<file path="src/rtl/alu_74382_pkg.sv">
// Shared types for the 74382 slice and its multi-cycle sequencer.
//   sel_e       : 3-bit 74382 function code
//   seq_state_e : sequencer FSM state
package alu_74382_pkg;

  typedef enum logic [2:0] {
    SelClear   = 3'b000,
    SelBMinusA = 3'b001,
    SelAMinusB = 3'b010,
    SelAPlusB  = 3'b011,
    SelXor     = 3'b100,
    SelOr      = 3'b101,
    SelAnd     = 3'b110,
    SelPreset  = 3'b111
  } sel_e;

  typedef enum logic [1:0] {
    StIdle,
    StRun,
    StDone
  } seq_state_e;

endpackage

</file>
<file path="src/rtl/alu_74382_sequencer_if.sv">
// Request/response bundle of the 74382 sequencer.
//   req_*  : request valid/ready with function code, carry in and operands
//   rsp_*  : response valid/ready with assembled result and MSB-slice flags
//   busy   : sequencer is not idle
// Modports: master = requester/consumer, slave = sequencer.
interface alu_74382_sequencer_if
  import alu_74382_pkg::*;
#(
  parameter int unsigned OPERAND_W = 16
) ();

  logic                 req_valid;
  logic                 req_ready;
  sel_e                 req_sel;
  logic                 req_carry_in;
  logic [OPERAND_W-1:0] req_a;
  logic [OPERAND_W-1:0] req_b;
  logic                 rsp_valid;
  logic                 rsp_ready;
  logic [OPERAND_W-1:0] rsp_result;
  logic                 rsp_overflow;
  logic                 rsp_carry_out;
  logic                 busy;

  modport master (
    output req_valid, req_sel, req_carry_in, req_a, req_b, rsp_ready,
    input  req_ready, rsp_valid, rsp_result, rsp_overflow, rsp_carry_out, busy
  );

  modport slave (
    input  req_valid, req_sel, req_carry_in, req_a, req_b, rsp_ready,
    output req_ready, rsp_valid, rsp_result, rsp_overflow, rsp_carry_out, busy
  );

endinterface

</file>
<file path="src/rtl/alu_74382.sv">
// Combinational 74382-style ALU slice.
//   sel       : function code
//   carry_in  : Cn (1 = no borrow for subtraction)
//   port_a/b  : operands
//   result    : function output F
//   carry_out : Cn+OPERAND_W for arithmetic codes, 0 otherwise
//   overflow  : two's-complement overflow for arithmetic codes, 0 otherwise
module alu_74382
  import alu_74382_pkg::*;
#(
  parameter int unsigned OPERAND_W = 4,
  parameter int unsigned RESULT_W  = OPERAND_W
) (
  input  sel_e                 sel,
  input  logic                 carry_in,
  input  logic [OPERAND_W-1:0] port_a,
  input  logic [OPERAND_W-1:0] port_b,
  output logic [RESULT_W-1:0]  result,
  output logic                 carry_out,
  output logic                 overflow
);

  logic [OPERAND_W-1:0] add_x;
  logic [OPERAND_W-1:0] add_y;
  logic [OPERAND_W:0]   sum;
  logic [OPERAND_W-1:0] f;

  // Subtraction is addition of the one's complement; Cn supplies the +1.
  always_comb begin
    add_x = '0;
    add_y = '0;
    unique case (sel)
      SelBMinusA: begin add_x = port_b; add_y = ~port_a; end
      SelAMinusB: begin add_x = port_a; add_y = ~port_b; end
      SelAPlusB:  begin add_x = port_a; add_y = port_b;  end
      default:    ;
    endcase
    sum = {1'b0, add_x} + {1'b0, add_y} + {{OPERAND_W{1'b0}}, carry_in};
  end

  always_comb begin
    f         = '0;
    carry_out = 1'b0;
    overflow  = 1'b0;
    unique case (sel)
      SelClear:  f = '0;
      SelXor:    f = port_a ^ port_b;
      SelOr:     f = port_a | port_b;
      SelAnd:    f = port_a & port_b;
      SelPreset: f = '1;
      default: begin
        f         = sum[OPERAND_W-1:0];
        carry_out = sum[OPERAND_W];
        overflow  = (add_x[OPERAND_W-1] == add_y[OPERAND_W-1]) &&
                    (sum[OPERAND_W-1] != add_x[OPERAND_W-1]);
      end
    endcase
  end

  assign result = RESULT_W'(f);

endmodule

</file>
<file path="src/rtl/alu_74382_sequencer.sv">
// Bit-serial-by-slice sequencer: evaluates one OPERAND_W-bit 74382 operation on a single
// SLICE_W-bit slice, one slice per clock, LSB slice first, carry held in a register.
//   clk, rst_n : clock, synchronous active-low reset
//   bus        : request/response interface (slave side)
module alu_74382_sequencer
  import alu_74382_pkg::*;
#(
  parameter int unsigned OPERAND_W = 16,
  parameter int unsigned SLICE_W   = 4
) (
  input logic                  clk,
  input logic                  rst_n,
  alu_74382_sequencer_if.slave bus
);

  localparam int unsigned NSLICES = OPERAND_W / SLICE_W;
  localparam int unsigned IDX_W   = (NSLICES > 1) ? $clog2(NSLICES) : 1;

  seq_state_e state_q, state_d;

  logic [IDX_W-1:0]     idx_q;
  logic                 carry_q;
  sel_e                 sel_q;
  logic [OPERAND_W-1:0] a_q;
  logic [OPERAND_W-1:0] b_q;
  logic [OPERAND_W-1:0] result_q;
  logic                 overflow_q;
  logic                 carry_out_q;

  logic [SLICE_W-1:0]   slice_a;
  logic [SLICE_W-1:0]   slice_b;
  logic [SLICE_W-1:0]   slice_result;
  logic                 slice_co;
  logic                 slice_ov;
  logic                 last_slice;

  assign slice_a    = a_q[idx_q*SLICE_W +: SLICE_W];
  assign slice_b    = b_q[idx_q*SLICE_W +: SLICE_W];
  assign last_slice = (idx_q == IDX_W'(NSLICES - 1));

  alu_74382 #(
    .OPERAND_W(SLICE_W),
    .RESULT_W (SLICE_W)
  ) u_slice (
    .sel      (sel_q),
    .carry_in (carry_q),
    .port_a   (slice_a),
    .port_b   (slice_b),
    .result   (slice_result),
    .carry_out(slice_co),
    .overflow (slice_ov)
  );

  // FSM: state register
  always_ff @(posedge clk) begin
    if (!rst_n) begin
      state_q <= StIdle;
    end else begin
      state_q <= state_d;
    end
  end

  // FSM: next state
  always_comb begin
    state_d = state_q;
    unique case (state_q)
      StIdle: if (bus.req_valid) state_d = StRun;
      StRun:  if (last_slice) state_d = StDone;
      StDone: if (bus.rsp_ready) state_d = StIdle;
      default: state_d = StIdle;
    endcase
  end

  // FSM: outputs
  always_comb begin
    bus.req_ready = (state_q == StIdle);
    bus.rsp_valid = (state_q == StDone);
    bus.busy      = (state_q != StIdle);
  end

  assign bus.rsp_result    = result_q;
  assign bus.rsp_overflow  = overflow_q;
  assign bus.rsp_carry_out = carry_out_q;

  // Datapath: operands are captured only on the accepting edge.
  always_ff @(posedge clk) begin
    if (!rst_n) begin
      idx_q       <= '0;
      carry_q     <= 1'b0;
      sel_q       <= SelClear;
      a_q         <= '0;
      b_q         <= '0;
      result_q    <= '0;
      overflow_q  <= 1'b0;
      carry_out_q <= 1'b0;
    end else begin
      unique case (state_q)
        StIdle: begin
          if (bus.req_valid) begin
            sel_q    <= bus.req_sel;
            a_q      <= bus.req_a;
            b_q      <= bus.req_b;
            carry_q  <= bus.req_carry_in;
            idx_q    <= '0;
            result_q <= '0;
          end
        end
        StRun: begin
          result_q[idx_q*SLICE_W +: SLICE_W] <= slice_result;
          carry_q <= slice_co;
          if (last_slice) begin
            overflow_q  <= slice_ov;
            carry_out_q <= slice_co;
          end else begin
            idx_q <= idx_q + IDX_W'(1);
          end
        end
        default: ;
      endcase
    end
  end

endmodule

</file>
<file path="src/flat_wrapper.sv">
// flat-port wrapper written by rule: the top's interface ports become plain ports
module alu_74382_sequencer_flat import alu_74382_pkg::*;
#(
  parameter int unsigned OPERAND_W = 16,
  parameter int unsigned SLICE_W   = 4
)
  (clk, rst_n, bus_req_valid, bus_req_sel, bus_req_carry_in, bus_req_a, bus_req_b, bus_rsp_ready, bus_req_ready, bus_rsp_valid, bus_rsp_result, bus_rsp_overflow, bus_rsp_carry_out, bus_busy);
  alu_74382_sequencer_if #(.OPERAND_W(OPERAND_W)) bus_i ();
  input logic clk;
  input logic rst_n;
  input wire logic [$bits(bus_i.req_valid)-1:0] bus_req_valid;
  input wire logic [$bits(bus_i.req_sel)-1:0] bus_req_sel;
  input wire logic [$bits(bus_i.req_carry_in)-1:0] bus_req_carry_in;
  input wire logic [$bits(bus_i.req_a)-1:0] bus_req_a;
  input wire logic [$bits(bus_i.req_b)-1:0] bus_req_b;
  input wire logic [$bits(bus_i.rsp_ready)-1:0] bus_rsp_ready;
  output wire logic [$bits(bus_i.req_ready)-1:0] bus_req_ready;
  output wire logic [$bits(bus_i.rsp_valid)-1:0] bus_rsp_valid;
  output wire logic [$bits(bus_i.rsp_result)-1:0] bus_rsp_result;
  output wire logic [$bits(bus_i.rsp_overflow)-1:0] bus_rsp_overflow;
  output wire logic [$bits(bus_i.rsp_carry_out)-1:0] bus_rsp_carry_out;
  output wire logic [$bits(bus_i.busy)-1:0] bus_busy;
  assign bus_i.req_valid = bus_req_valid;
  assign bus_i.req_sel = bus_req_sel;
  assign bus_i.req_carry_in = bus_req_carry_in;
  assign bus_i.req_a = bus_req_a;
  assign bus_i.req_b = bus_req_b;
  assign bus_i.rsp_ready = bus_rsp_ready;
  assign bus_req_ready = bus_i.req_ready;
  assign bus_rsp_valid = bus_i.rsp_valid;
  assign bus_rsp_result = bus_i.rsp_result;
  assign bus_rsp_overflow = bus_i.rsp_overflow;
  assign bus_rsp_carry_out = bus_i.rsp_carry_out;
  assign bus_busy = bus_i.busy;
  alu_74382_sequencer #(.OPERAND_W(OPERAND_W), .SLICE_W(SLICE_W)) u_core (.clk(clk), .rst_n(rst_n), .bus(bus_i));
endmodule
</file>
<file path="config.mk">
export PLATFORM = sky130hd
export DESIGN_NAME = alu_74382_sequencer_flat
export DESIGN_NICKNAME = d
export VERILOG_FILES = /design/src/rtl/alu_74382_pkg.sv /design/src/rtl/alu_74382_sequencer_if.sv /design/src/rtl/alu_74382.sv /design/src/rtl/alu_74382_sequencer.sv /design/src/flat_wrapper.sv
export SDC_FILE = /design/constraint.sdc
export NUM_CORES = 1
export LEC_CHECK = 0
export CAP_MARGIN = 20
export CORE_MARGIN = 3
export CORE_UTILIZATION = 30
export CTS_CLUSTER_SIZE = 24
export DETAILED_ROUTE_END_ITERATION = 6
export SLEW_MARGIN = 10
export SYNTH_ARGS = -nofsm -noshare
export SYNTH_HDL_FRONTEND = slang
export SYNTH_SLANG_ARGS = --single-unit
</file>
<file path="constraint.sdc">
create_clock -name clk -period 5.5 [get_ports clk]
set_clock_uncertainty 0.15 [all_clocks]
set_input_delay 0.825 -clock clk [delete_from_list [all_inputs] [get_ports clk]]
set_output_delay 0.825 -clock clk [all_outputs]
set_load 0.05 [all_outputs]
</file>
==> run_1/final_congestion.png <==
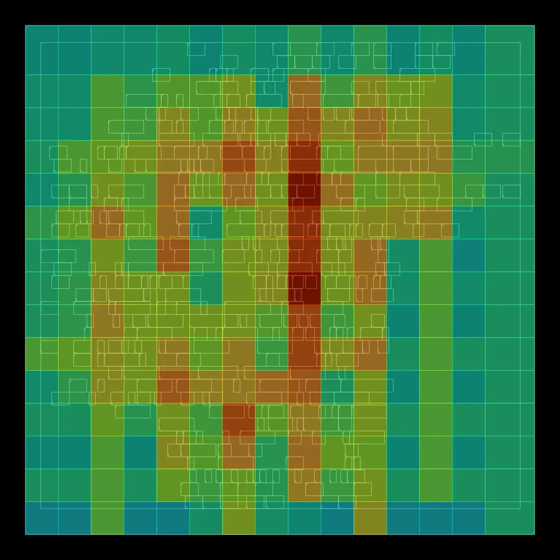
met2 Track Usage GR: 20.3%
Total GRT Usage: 13.1%
grt met1 use: 18.0%
WL/cell: 13.3 um

==> run_1/wire_density.png <==
The bar under the picture is 20 um long. 21 x 21 tiles, from dark blue (low) to red (high), scaled to the fullest tile. Values are wire area over tile area, all layers added.
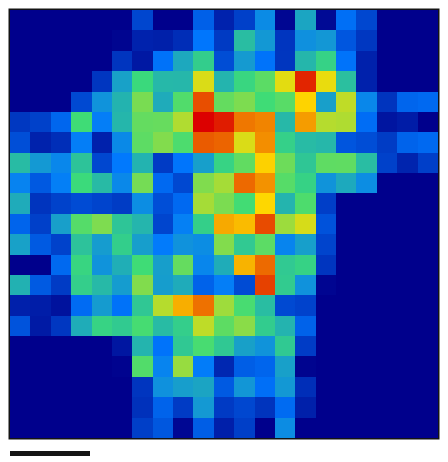
emptiest ninth of the die: south-east
fullest tile: 0.40
tiles over half the peak: 17%

==> impl_metrics.tcl, run 1 <==
# collected from the flow reports
set metrics [dict create \
    critPathMaxFanout 16 \
    pg_comb_mw 0.163 \
    inverters 12 \
    synth.area.mux_share_pct 7.12 \
    fp_nets 406 \
    cp.depth 12 \
    intPower_mw 0.780 \
    critPathTopFamily "AND-OR/OR-AND gates" \
    worst-setup-path-type "flip-flop to flip-flop" \
    cts_buffer_depth 2 \
    grt_pass1_wl_um 12100 \
    drive_gt1_share_pct 7.65 \
    remaining_drc_errors 0 \
    rsz0062_at_grt "no" \
    hold_depth 2 \
    critPathLaunch "u_core.idx_q[0]$_SDFFE_PN0P_" \
    grt_max_degree 62 \
    comb_share_pct 44.2 \
    start_kind "flip-flop" \
    wl_met3_um 283 \
    numCtsBuffers 9 \
    cap_violations 0 \
    power_density_mw_per_mm2 264 \
    mostFrequentLayoutCell "nand2_1" \
    wl_met2_um 3340 \
    netlist.area_leader.share_pct 38.0 \
    nNonClkBuffers 63 \
    fp_util_pct 31.0 \
    vdd_drop_max_uv 123 \
    fillerInstances 997 \
    top_power_group "sequential cells" \
    ys_sh_xor_pct 0.859 \
    grt_use_met3_pct 2.89 \
    worst-path-buf-inv 1 \
    p_leak_nw 1.52 \
    synthTopCellsByArea "dfxtp_1, nand2_1, a21boi_0, ha_1, mux4_2" \
    ys_warn_count 0 \
    cp_slowest_cell "dfxtp_1" \
    p_clk_share_pct 40.8 \
    grt_pass1_vias 2470 \
    root_buffer "clkbuf_8" \
    clkbuf_count 10 \
    whs_ns 0.306 \
    fin_ws_ns 1.73 \
    rows 36 \
    dp_hpwl_um 5370 \
    outcome "finished clean" \
    ys_types 44 \
    setup_viol 0 \
    async_reset_ff_share_pct 0 \
    firstDrtPassIters 4 \
    die_x_um 107 \
    holdCritStartpoint "u_core.b_q[0]$_SDFFE_PN0P_" \
    fmax_mhz 265 \
    dominant_cells "logic gates" \
    swShare_pct 25.6 \
    cts.sinks 58 \
    clock_area_share_pct 5.46 \
    clk-power_mw 0.428 \
    arrival_ns 3.84 \
    final_design_area_no_fill_mm2 0.00397 \
    p_total_mw 1.05 \
    cts_setup_buffers 0 \
    openroad.warnings 33 \
    combinationalPowerShare_pct 15.5 \
    die_h_um 107 \
    period_needed_ns 3.77 \
    ys_sh_adder_pct 7.45 \
    slew-limit-headroom_pct 38.0 \
    maxSlewViolCount 0 \
    synth_flops 58 \
]
==> run_1/metal_stack.png <==
The bar under the picture is 20 um long.
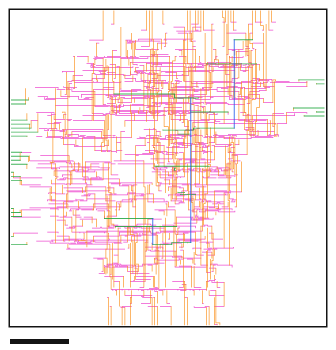
| color | layer | wire length |
|---|---|---|
| green | met3 | 284 um |
| orange | met2 | 3340 um |
| magenta | met1 | 3440 um |
| blue | met4 | 87.7 um |

==> run_1/cell_classes.png <==
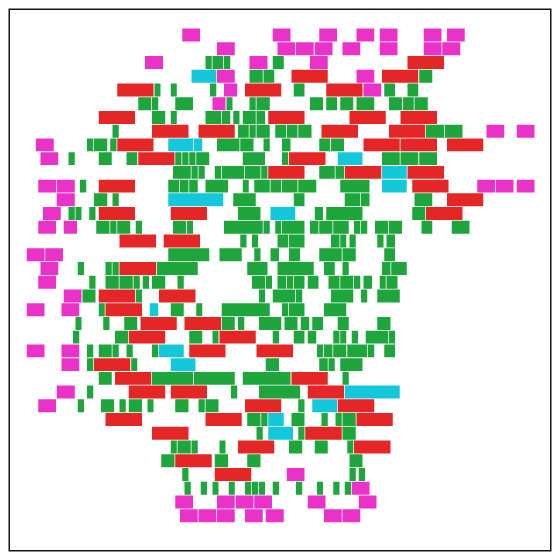

==> run 2: changes to the inputs <==
==> constraint.sdc (replaced) <==
create_clock -name clk -period 3.1 [get_ports clk]
set_clock_uncertainty 0.15 [all_clocks]
set_input_delay 0.465 -clock clk [delete_from_list [all_inputs] [get_ports clk]]
set_output_delay 0.465 -clock clk [all_outputs]
set_load 0.05 [all_outputs]
==> run_2/cell_classes.png <==
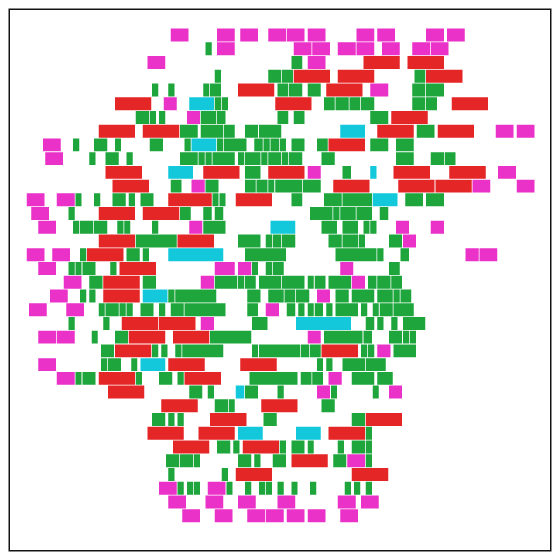
| color | class | cells | share of their area |
|---|---|---|---|
| magenta | other buffers and delay cells | 82 | 19% |
| cyan | clock drivers and dummy loads | 14 | 5.2% |
| green | all other logic | 269 | 46% |
| red | flip-flops | 58 | 29% |

==> run 2 against run 1 <==
Core utilization up 1.8 points. Maximum frequency grew 27%. Critical path depth unchanged. Register-to-register slack worse by 1.6 ns. Via count up 3.6%. Wire length up 4.8%. Critical path type unchanged.
==> impl_metrics.tcl, run 2 <==
# collected from the flow reports
set metrics [dict create \
    dp_hpwl_um 5680 \
    fin_ws_ns 0.138 \
    ys_warn_count 0 \
    final_design_area_no_fill_mm2 0.00414 \
    cp.depth 12 \
    fp_util_pct 31.0 \
    grt_pass1_wl_um 12400 \
    fp_nets 406 \
    whs_ns 0.308 \
    netlist.area_leader.share_pct 38.0 \
    firstDrtPassIters 4 \
    drive_gt1_share_pct 14.4 \
    chipArea_mm2 0.0114 \
    grt_use_met3_pct 3.25 \
    setup_viol 0 \
    root_buffer "clkbuf_8" \
    die_h_um 107 \
    p_leak_nw 1.61 \
    inverters 12 \
    rows 36 \
    nNonClkBuffers 82 \
    die_x_um 107 \
    clkbuf_count 11 \
    period_needed_ns 2.96 \
    synth_flops 58 \
    synthTopCellsByArea "dfxtp_1, nand2_1, a21boi_0, ha_1, mux4_2" \
    critPathLaunch "u_core.idx_q[0]$_SDFFE_PN0P_" \
    synth.area.mux_share_pct 7.12 \
    powerSeq_mw 0.801 \
    comb_share_pct 43.2 \
    p_total_mw 1.89 \
    use_met1_pct 18.1 \
    outcome "finished clean" \
    cts.sinks 58 \
    use_met2_pct 21.0 \
    critPathMaxFanout 4 \
    clk-power_mw 0.752 \
    clock.latency.late_pin_ns 0.34 \
    top_power_group "sequential cells" \
    ys_types 44 \
    vdd_drop_max_uv 163 \
    hold_depth 2 \
    p_switching_mw 0.483 \
    numCtsBuffers 9 \
    fillerInstances 964 \
    synthSimpleGateAreaFrac_pct 20.0 \
    p_clk_share_pct 39.9 \
    critPathTopFamily "adder cells" \
    clock_area_share_pct 4.99 \
    cap_violations 0 \
    async_reset_ff_share_pct 0 \
    maxSlewViolCount 0 \
    worst-path-buf-inv 1 \
    grt_pass1_vias 2612 \
    power_density_mw_per_mm2 456 \
    dominant_cells "logic gates" \
    cts_setup_buffers 0 \
    bufAreaShareNonClock_pct 18.6 \
    remaining_drc_errors 0 \
    mostFrequentLayoutCell "nand2_1" \
    swShare_pct 25.6 \
    pg_comb_mw 0.334 \
    ys_sh_adder_pct 7.45 \
    arrival_ns 3.03 \
    combinationalPowerShare_pct 17.7 \
    wl_met2_um 3530 \
    openroad.warnings 33 \
    start_kind "flip-flop" \
    wl_met3_um 284 \
    cp_slowest_cell "mux4_2" \
    intPower_mw 1.40 \
    fmax_mhz 338 \
    ys_sh_xor_pct 0.859 \
]
==> run_2/metal_stack.png <==
The bar under the picture is 20 um long.
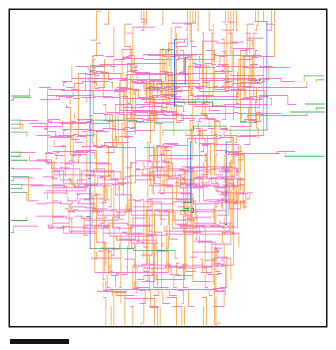
Total GRT Usage: 13.6%
WL/cell: 13.5 um
vias: 2662

==> run_2/registers.png <==
The bar under the picture is 20 um long.
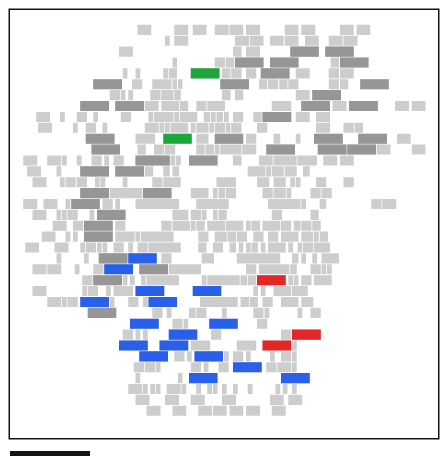

==> run 3: changes to the inputs <==
--- a/config.mk
+++ b/config.mk
@@ -6,11 +6,12 @@
 export NUM_CORES = 1
 export LEC_CHECK = 0
 export CAP_MARGIN = 20
-export CORE_MARGIN = 3
+export CORE_MARGIN = 2
 export CORE_UTILIZATION = 30
 export CTS_CLUSTER_SIZE = 24
 export DETAILED_ROUTE_END_ITERATION = 6
 export SLEW_MARGIN = 10
 export SYNTH_ARGS = -nofsm -noshare
 export SYNTH_HDL_FRONTEND = slang
+export SYNTH_HIERARCHICAL = 1
 export SYNTH_SLANG_ARGS = --single-unit
==> run_3/registers.png <==
The bar under the picture is 20 um long.
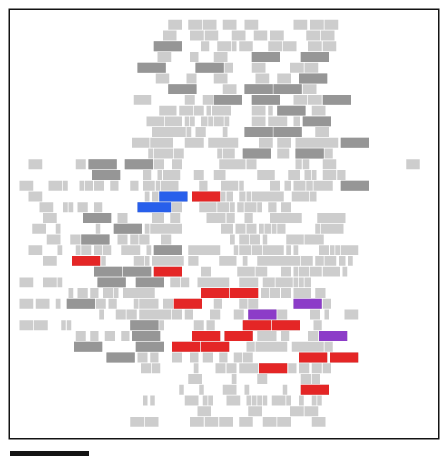
| color | signal | flops |
|---|---|---|
| blue | u_core/idx_q | 2 |
| purple | u_core/sel_q | 3 |
| red | u_core/a_q | 16 |
not colored: 37

==> run_3/wire_density.png <==
The bar under the picture is 20 um long. 22 x 22 tiles, from dark blue (low) to red (high), scaled to the fullest tile. Values are wire area over tile area, all layers added.
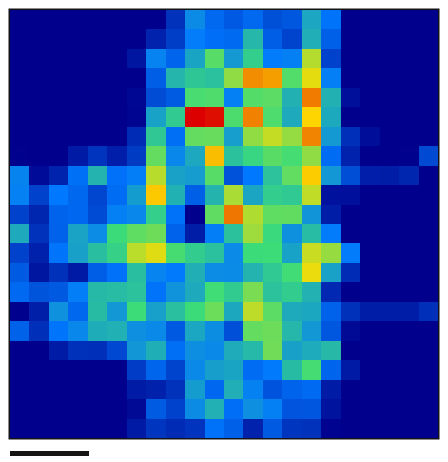
fullest tile: 0.46
nearly empty tiles: 36%
tiles over half the peak: 13%
emptiest ninth of the die: north-west
mean over tiles: 0.098

==> run 3 against run 2 <==
Register-to-register slack worse by 0.02 ns. Worst hold slack better by 0.0021 ns. Clock power up 3.2%. Combinational power up 3%. Die area up 2.8%. Total power grew 2.5%. Synthesized cell count down 3.4%. First-iteration DRC count decreased by 36%. Clock-buffer cell count grew 1. Sequential power increased by 1%. Critical path depth shrank 3. Area after synthesis rose by 7.0%. Critical path type unchanged. Largest cell class unchanged. Highest routed layer unchanged.
==> impl_metrics.tcl, run 3 <==
# collected from the flow reports
set metrics [dict create \
    synthTopCellsByArea "dfxtp_1, a21boi_1, ha_1, nand2_2, nand2_1" \
    firstDrtPassIters 4 \
    remaining_drc_errors 0 \
    fmax_mhz 336 \
    dominant_cells "logic gates" \
    drive_gt1_share_pct 21.4 \
    grt_pass1_wl_um 12800 \
    p_switching_mw 0.513 \
    hold_depth 2 \
    clock.latency.late_pin_ns 0.33 \
    cts.sinks 58 \
    clock_area_share_pct 5.23 \
    synth.area.mux_share_pct 6.42 \
    cp_slowest_cell "mux4_2" \
    period_needed_ns 2.98 \
    cts_setup_buffers 0 \
    bufAreaShareNonClock_pct 17.0 \
    worst-path-buf-inv 0 \
    cts_buffer_depth 2 \
    ys_sh_adder_pct 7.72 \
    fp_util_pct 30.5 \
    swShare_pct 26.5 \
    critPathMaxFanout 6 \
    die_x_um 108 \
    comb_share_pct 44.9 \
    pg_comb_mw 0.345 \
    use_met1_pct 18.4 \
    netlist.area_leader.share_pct 35.5 \
    final_design_area_no_fill_mm2 0.00421 \
    vdd_drop_max_uv 158 \
    grt_use_total_pct 13.8 \
    p_clk_share_pct 40.1 \
    vias 2581 \
    rows 38 \
    clk-power_mw 0.776 \
    openroad.warnings 36 \
    die_h_um 108 \
    fp_nets 396 \
    root_buffer "clkbuf_8" \
    intPower_mw 1.42 \
    wl_met2_um 3640 \
    fillerInstances 1111 \
    nNonClkBuffers 75 \
    clkbuf_count 12 \
    ys_sh_xor_pct 1.87 \
    grt_use_met3_pct 2.53 \
    ys_warn_count 6 \
    top_power_group "sequential cells" \
    cap_violations 0 \
    dp_hpwl_um 5730 \
    powerSeq_mw 0.812 \
    grt_pass1_vias 2603 \
    start_kind "flip-flop" \
    chipArea_mm2 0.0118 \
    outcome "finished clean" \
    synthSimpleGateAreaFrac_pct 20.7 \
    wl_per_cell_um 14.0 \
    critPathTopFamily "adder cells" \
    cp.depth 9 \
    synth_flops 58 \
    numCtsBuffers 9 \
]
Power is estimated from default activity; no workload was simulated.
